[src/rtl/fnd_scan_driver.sv]
// 4-digit multiplexed seven-segment driver for the SS.cc stopwatch display.
// Converts the binary centisecond count to BCD once per frame and scans one digit per slot.
module fnd_scan_driver #(
  parameter int unsigned CLK_HZ   = 100_000_000,
  parameter int unsigned SCAN_HZ  = 1000,
  parameter int unsigned BLANK_LZ = 1
) (
  input  logic        clk,
  input  logic        reset,
  input  logic [13:0] bcd,
  input  logic        dp_en,
  output logic [7:0]  seg,
  output logic [3:0]  seg_comm
);

  localparam int unsigned SLOT   = CLK_HZ / SCAN_HZ;
  localparam int unsigned CNT_W  = (SLOT > 1) ? $clog2(SLOT) : 1;
  localparam int unsigned BIN_W  = 14;
  localparam int unsigned BCD_W  = 16;
  localparam int unsigned SREG_W = BIN_W + BCD_W;
  localparam logic [CNT_W-1:0] CNT_MAX = CNT_W'(SLOT - 1);
  localparam logic [BIN_W-1:0] MAX_VAL = BIN_W'(9999);

  typedef enum logic [1:0] {IDLE, LOAD, SHIFT, DONE} state_t;

  logic [CNT_W-1:0]  slot_cnt;
  logic [1:0]        idx;
  logic [1:0]        idx_nxt_c;
  logic              slot_tick_c;
  logic              capture_c;
  logic [BIN_W-1:0]  shadow;
  state_t            state, state_nxt;
  logic [3:0]        shift_cnt;
  logic [SREG_W-1:0] sreg;
  logic [SREG_W-1:0] sreg_adj_c;
  logic [BCD_W-1:0]  digits;
  logic [3:0]        nib_c;
  logic [7:0]        seg_nxt_c;

  assign slot_tick_c = (slot_cnt == CNT_MAX);
  assign idx_nxt_c   = idx + 2'd1;
  assign capture_c   = slot_tick_c && (idx == 2'd2);

  function automatic logic [7:0] seg_code(input logic [3:0] n);
    case (n)
      4'd0:    seg_code = 8'hC0;
      4'd1:    seg_code = 8'hF9;
      4'd2:    seg_code = 8'hA4;
      4'd3:    seg_code = 8'hB0;
      4'd4:    seg_code = 8'h99;
      4'd5:    seg_code = 8'h92;
      4'd6:    seg_code = 8'h82;
      4'd7:    seg_code = 8'hF8;
      4'd8:    seg_code = 8'h80;
      4'd9:    seg_code = 8'h90;
      default: seg_code = 8'hFF;
    endcase
  endfunction

  // Slot timing, digit index and frame sample
  always_ff @(posedge clk or posedge reset) begin
    if (reset) begin
      slot_cnt <= '0;
      idx      <= 2'd3;
      shadow   <= '0;
    end else begin
      slot_cnt <= slot_tick_c ? '0 : slot_cnt + CNT_W'(1);
      if (slot_tick_c) idx <= idx_nxt_c;
      if (capture_c) shadow <= (bcd > MAX_VAL) ? MAX_VAL : bcd;
    end
  end

  always_ff @(posedge clk or posedge reset) begin
    if (reset) state <= IDLE;
    else       state <= state_nxt;
  end

  always_comb begin
    state_nxt = state;
    case (state)
      IDLE:    if (capture_c) state_nxt = LOAD;
      LOAD:    state_nxt = SHIFT;
      SHIFT:   if (shift_cnt == 4'd13) state_nxt = DONE;
      DONE:    state_nxt = IDLE;
      default: state_nxt = IDLE;
    endcase
  end

  // Add-3 correction on every BCD nibble ahead of the shift
  always_comb begin
    sreg_adj_c = sreg;
    for (int i = 0; i < 4; i++) begin
      if (sreg[BIN_W + 4*i +: 4] >= 4'd5)
        sreg_adj_c[BIN_W + 4*i +: 4] = sreg[BIN_W + 4*i +: 4] + 4'd3;
    end
  end

  always_ff @(posedge clk or posedge reset) begin
    if (reset) begin
      sreg      <= '0;
      shift_cnt <= '0;
      digits    <= '0;
    end else begin
      case (state)
        LOAD: begin
          sreg      <= {{BCD_W{1'b0}}, shadow};
          shift_cnt <= '0;
        end
        SHIFT: begin
          sreg      <= {sreg_adj_c[SREG_W-2:0], 1'b0};
          shift_cnt <= shift_cnt + 4'd1;
        end
        DONE:    digits <= sreg[SREG_W-1:BIN_W];
        default: ;
      endcase
    end
  end

  // Next-slot segment code, including dp and leading-zero blanking
  always_comb begin
    case (idx_nxt_c)
      2'd0:    nib_c = digits[3:0];
      2'd1:    nib_c = digits[7:4];
      2'd2:    nib_c = digits[11:8];
      default: nib_c = digits[15:12];
    endcase
    seg_nxt_c = seg_code(nib_c);
    if ((idx_nxt_c == 2'd2) && dp_en) seg_nxt_c[7] = 1'b0;
    if ((idx_nxt_c == 2'd3) && (BLANK_LZ != 0) && (nib_c == 4'd0)) seg_nxt_c = 8'hFF;
  end

  always_ff @(posedge clk or posedge reset) begin
    if (reset) begin
      seg      <= 8'hFF;
      seg_comm <= 4'b1111;
    end else if (slot_tick_c) begin
      seg      <= seg_nxt_c;
      seg_comm <= ~(4'b0001 << idx_nxt_c);
    end
  end

endmodule
[config.mk]
export PLATFORM = sky130hd
export DESIGN_NAME = fnd_scan_driver
export DESIGN_NICKNAME = d
export VERILOG_FILES = /design/src/rtl/fnd_scan_driver.sv
export SDC_FILE = /design/constraint.sdc
export NUM_CORES = 1
export LEC_CHECK = 0
export ABC_AREA = 1
export CAP_MARGIN = 20
export CORE_MARGIN = 2
export CORE_UTILIZATION = 64
export CTS_CLUSTER_DIAMETER = 100
export DETAILED_ROUTE_END_ITERATION = 16
export GPL_TIMING_DRIVEN = 0
export PLACE_DENSITY = 0.85
export SETUP_SLACK_MARGIN = 0.3
export SYNTH_ARGS = -nofsm -noshare
export SYNTH_HDL_FRONTEND = slang
export SYNTH_SLANG_ARGS = --single-unit
[constraint.sdc]
create_clock -name clk -period 5.55 [get_ports clk]
set_clock_uncertainty 0.05 [all_clocks]
set_input_delay 0.8325 -clock clk [delete_from_list [all_inputs] [get_ports clk]]
set_output_delay 0.8325 -clock clk [all_outputs]
set_load 0.02 [all_outputs]
==> images/met1.png <==
Scale bar: 20 um.
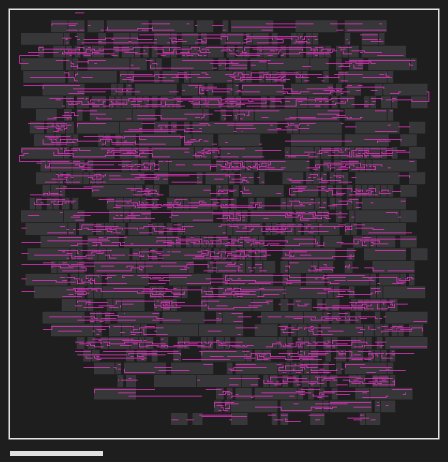
share of all routed wire = 45%
main direction = horizontal

==> images/metal_stack.png <==
Scale bar: 20 um. Two of the layers only.
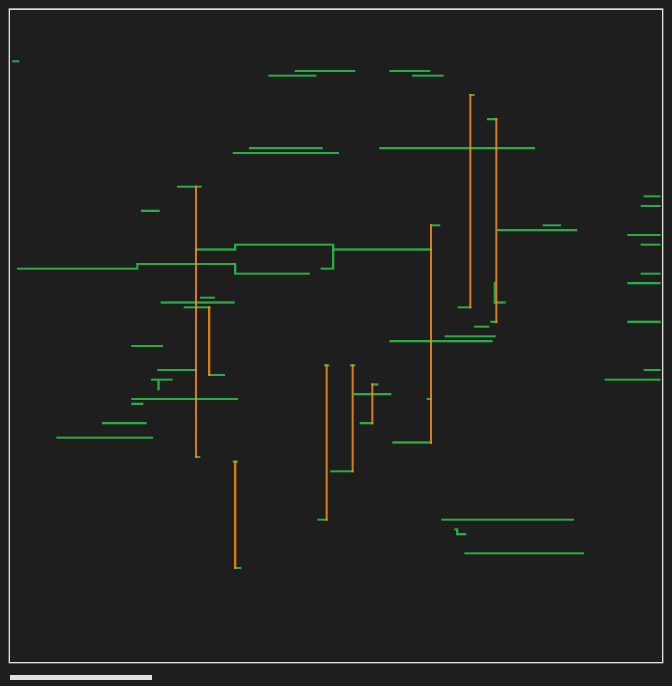
met3 -> green  # wire length 358 um
met4 -> orange  # wire length 194 um

==> images/final_congestion.png <==
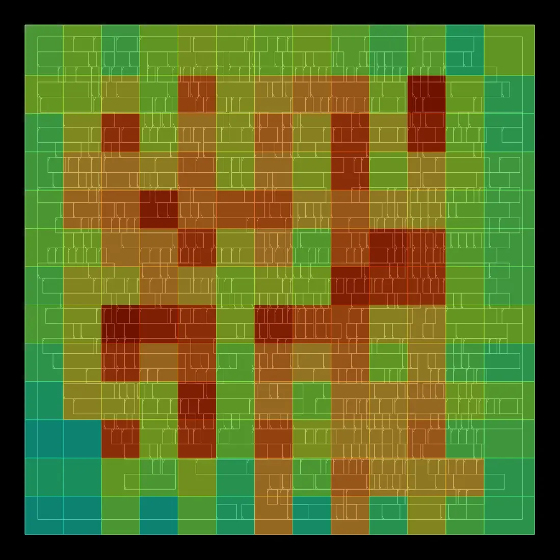
met1 usage: 34.7%
met3 Use GR: 3.45%
most crowded layer after global routing: met2
GRT met2 Usage: 42.8%

==> changes_impl.md <==
### Changed

* Status: completed
* Place WS at 3210 ps
* Num rows at 32
* Boundary Pins at 29
* Commonest Layout Cell: nand2_1
* Max cap viols at 0
* Wirelength per Cell at 13.5 um
* Core region area at 7610 um^2
* Ys Warns at 0
* Slowest cell on crit path: clkdlybuf4s50_1
* PD cells at 215 nW/um^2
* Yosys top cell area share at 42.0%
* Worst Path Buf+Inv at 1
* Crit end category: primary output
* Commonest cells post-synth: nand2_1, inv_1, dfrtp_1
* DR vias at 3962
* DP HPWL at 7310 um
* Initial antenna violation count at 0
* DRC errors left at 0
* LEAKAGE at 2.69 nW
* Crit path DAT at 1500 ps
* Clk_lat worst skew at 350 ps
* Worst r2r path cells at 14
* # nets final at 671
* Crit Path Category: reg -> out
* Syn_nets at 631
* Unique cell types at 33
* Maximum VDD drop at 0.000136 V
* Fillers at 583
* Area grow syn2layout at 12.9%
* Post-DP Area at 5380 um^2
* Setup violations, final at 0
* Top cells, area: dfrtp_1, nand2_1, dfstp_2, inv_1, ha_1
* Post-CTS Hold Fix Bufs at 0
* Detailed Routing Iterations Pass 1 at 5
* Asr flop ratio synth at 100%
* Worst slew margin at 62.9%
* GPL Wtd Cong at 0.852
* Routed Antenna Nets at 0
* Fmax at 0.420 GHz
==> images/zoom.png <==
Scale bar: 5 um. Region (59, 59) to (79, 79) um. Cells in gray, sequential cells in the stronger gray; small squares are vias.
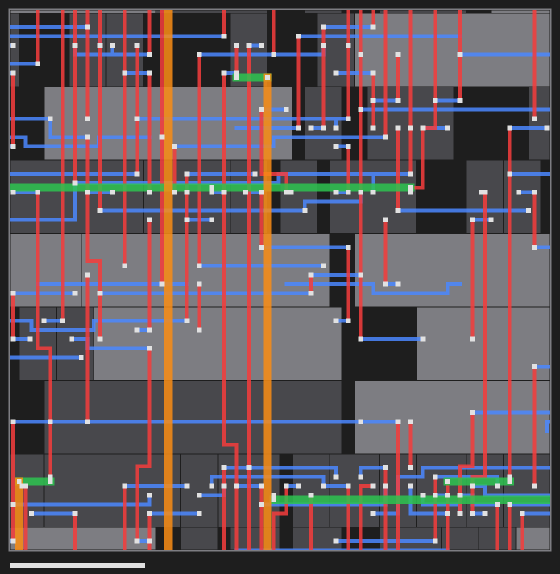
met4 -> orange
met2 -> red
met3 -> green
met1 -> blue
cells with their middle in the window = 33
most frequent = nand2_1 (8), inv_1 (7), dfrtp_1 (5)
sequential cells in the window = 7
netlist names of flops here include = `sreg` (4), `seg` (2)

==> images/wire_density.png <==
18 x 18 tiles, from white (low) to dark blue (high), scaled to the fullest tile. Values are wire area over tile area, all layers added.
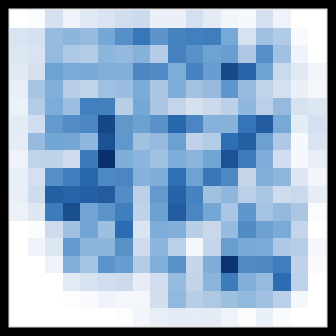
nearly empty tiles = 9.0%
tiles over half the peak = 29%
fullest tile = 0.52

-- cell type report --
| class | count | share of cell area, % |
|---|---|---|
| well taps | 102 | 2.29 |
| repair buffers | 29 | 5.52 |
| multi-input cells | 388 | 37.1 |
| inverters | 91 | 6.17 |
| flip-flops and latches | 97 | 43.8 |
| clock inverters | 4 | 0.942 |
| plain buffers | 15 | 1.55 |
| clock buffers | 12 | 2.60 |
-- layer usage --
layer  part of all wire [%]  vias to the layer above
li1                       -                     1954
met1                     45                     1894
met2                     49                       92
met3                    3.6                       22
met4                    1.9                        0
met5                      0                        -
-- sequential cells by signal (all words and copies together), names as in the netlist --
register   count
sreg          30
idx            2
state          2
shadow        14
seg_comm       4
digits        16
seg            8
slot_cnt      17
shift_cnt      4
-- report_power, final --
part | switching (mW) | internal (mW)
Combinational | 0.0188 | 0.0133
Clock | 0.237 | 0.221
Sequential | 0 | 0.707
Total | 0.256 | 0.941
-- final timing paths --
| check | endpoint | start | slack (ps) |
|---|---|---|---|
| max | seg_comm[2] | seg_comm[2] | 3170 |
| min | slot_cnt[0] | slot_cnt[0] | 420 |
| max reg2reg | seg[0] | idx[0] | 3170 |
| min reg2reg | slot_cnt[0] | slot_cnt[0] | 420 |
| max in group asynchronous | seg_comm[3] | reset | 4000 |
| min in group asynchronous | slot_cnt[8] | reset | 760 |
-- cell families (layout without fill, tap and decap cells) --
| logic type | after synthesis | after routing | synth area share, % |
|---|---|---|---|
| and+or+nand+nor | 254 | 254 | 22.1 |
| adders and majority gates | 23 | 23 | 5.82 |
| xor gates and xnor gates | 14 | 14 | 2.48 |
| AOI/OAI and AO/OA | 97 | 97 | 11.5 |
| DFF | 97 | 97 | 49.5 |
| buffers and inverters | 106 | 151 | 8.66 |
Power is estimated from default activity; no workload was simulated.
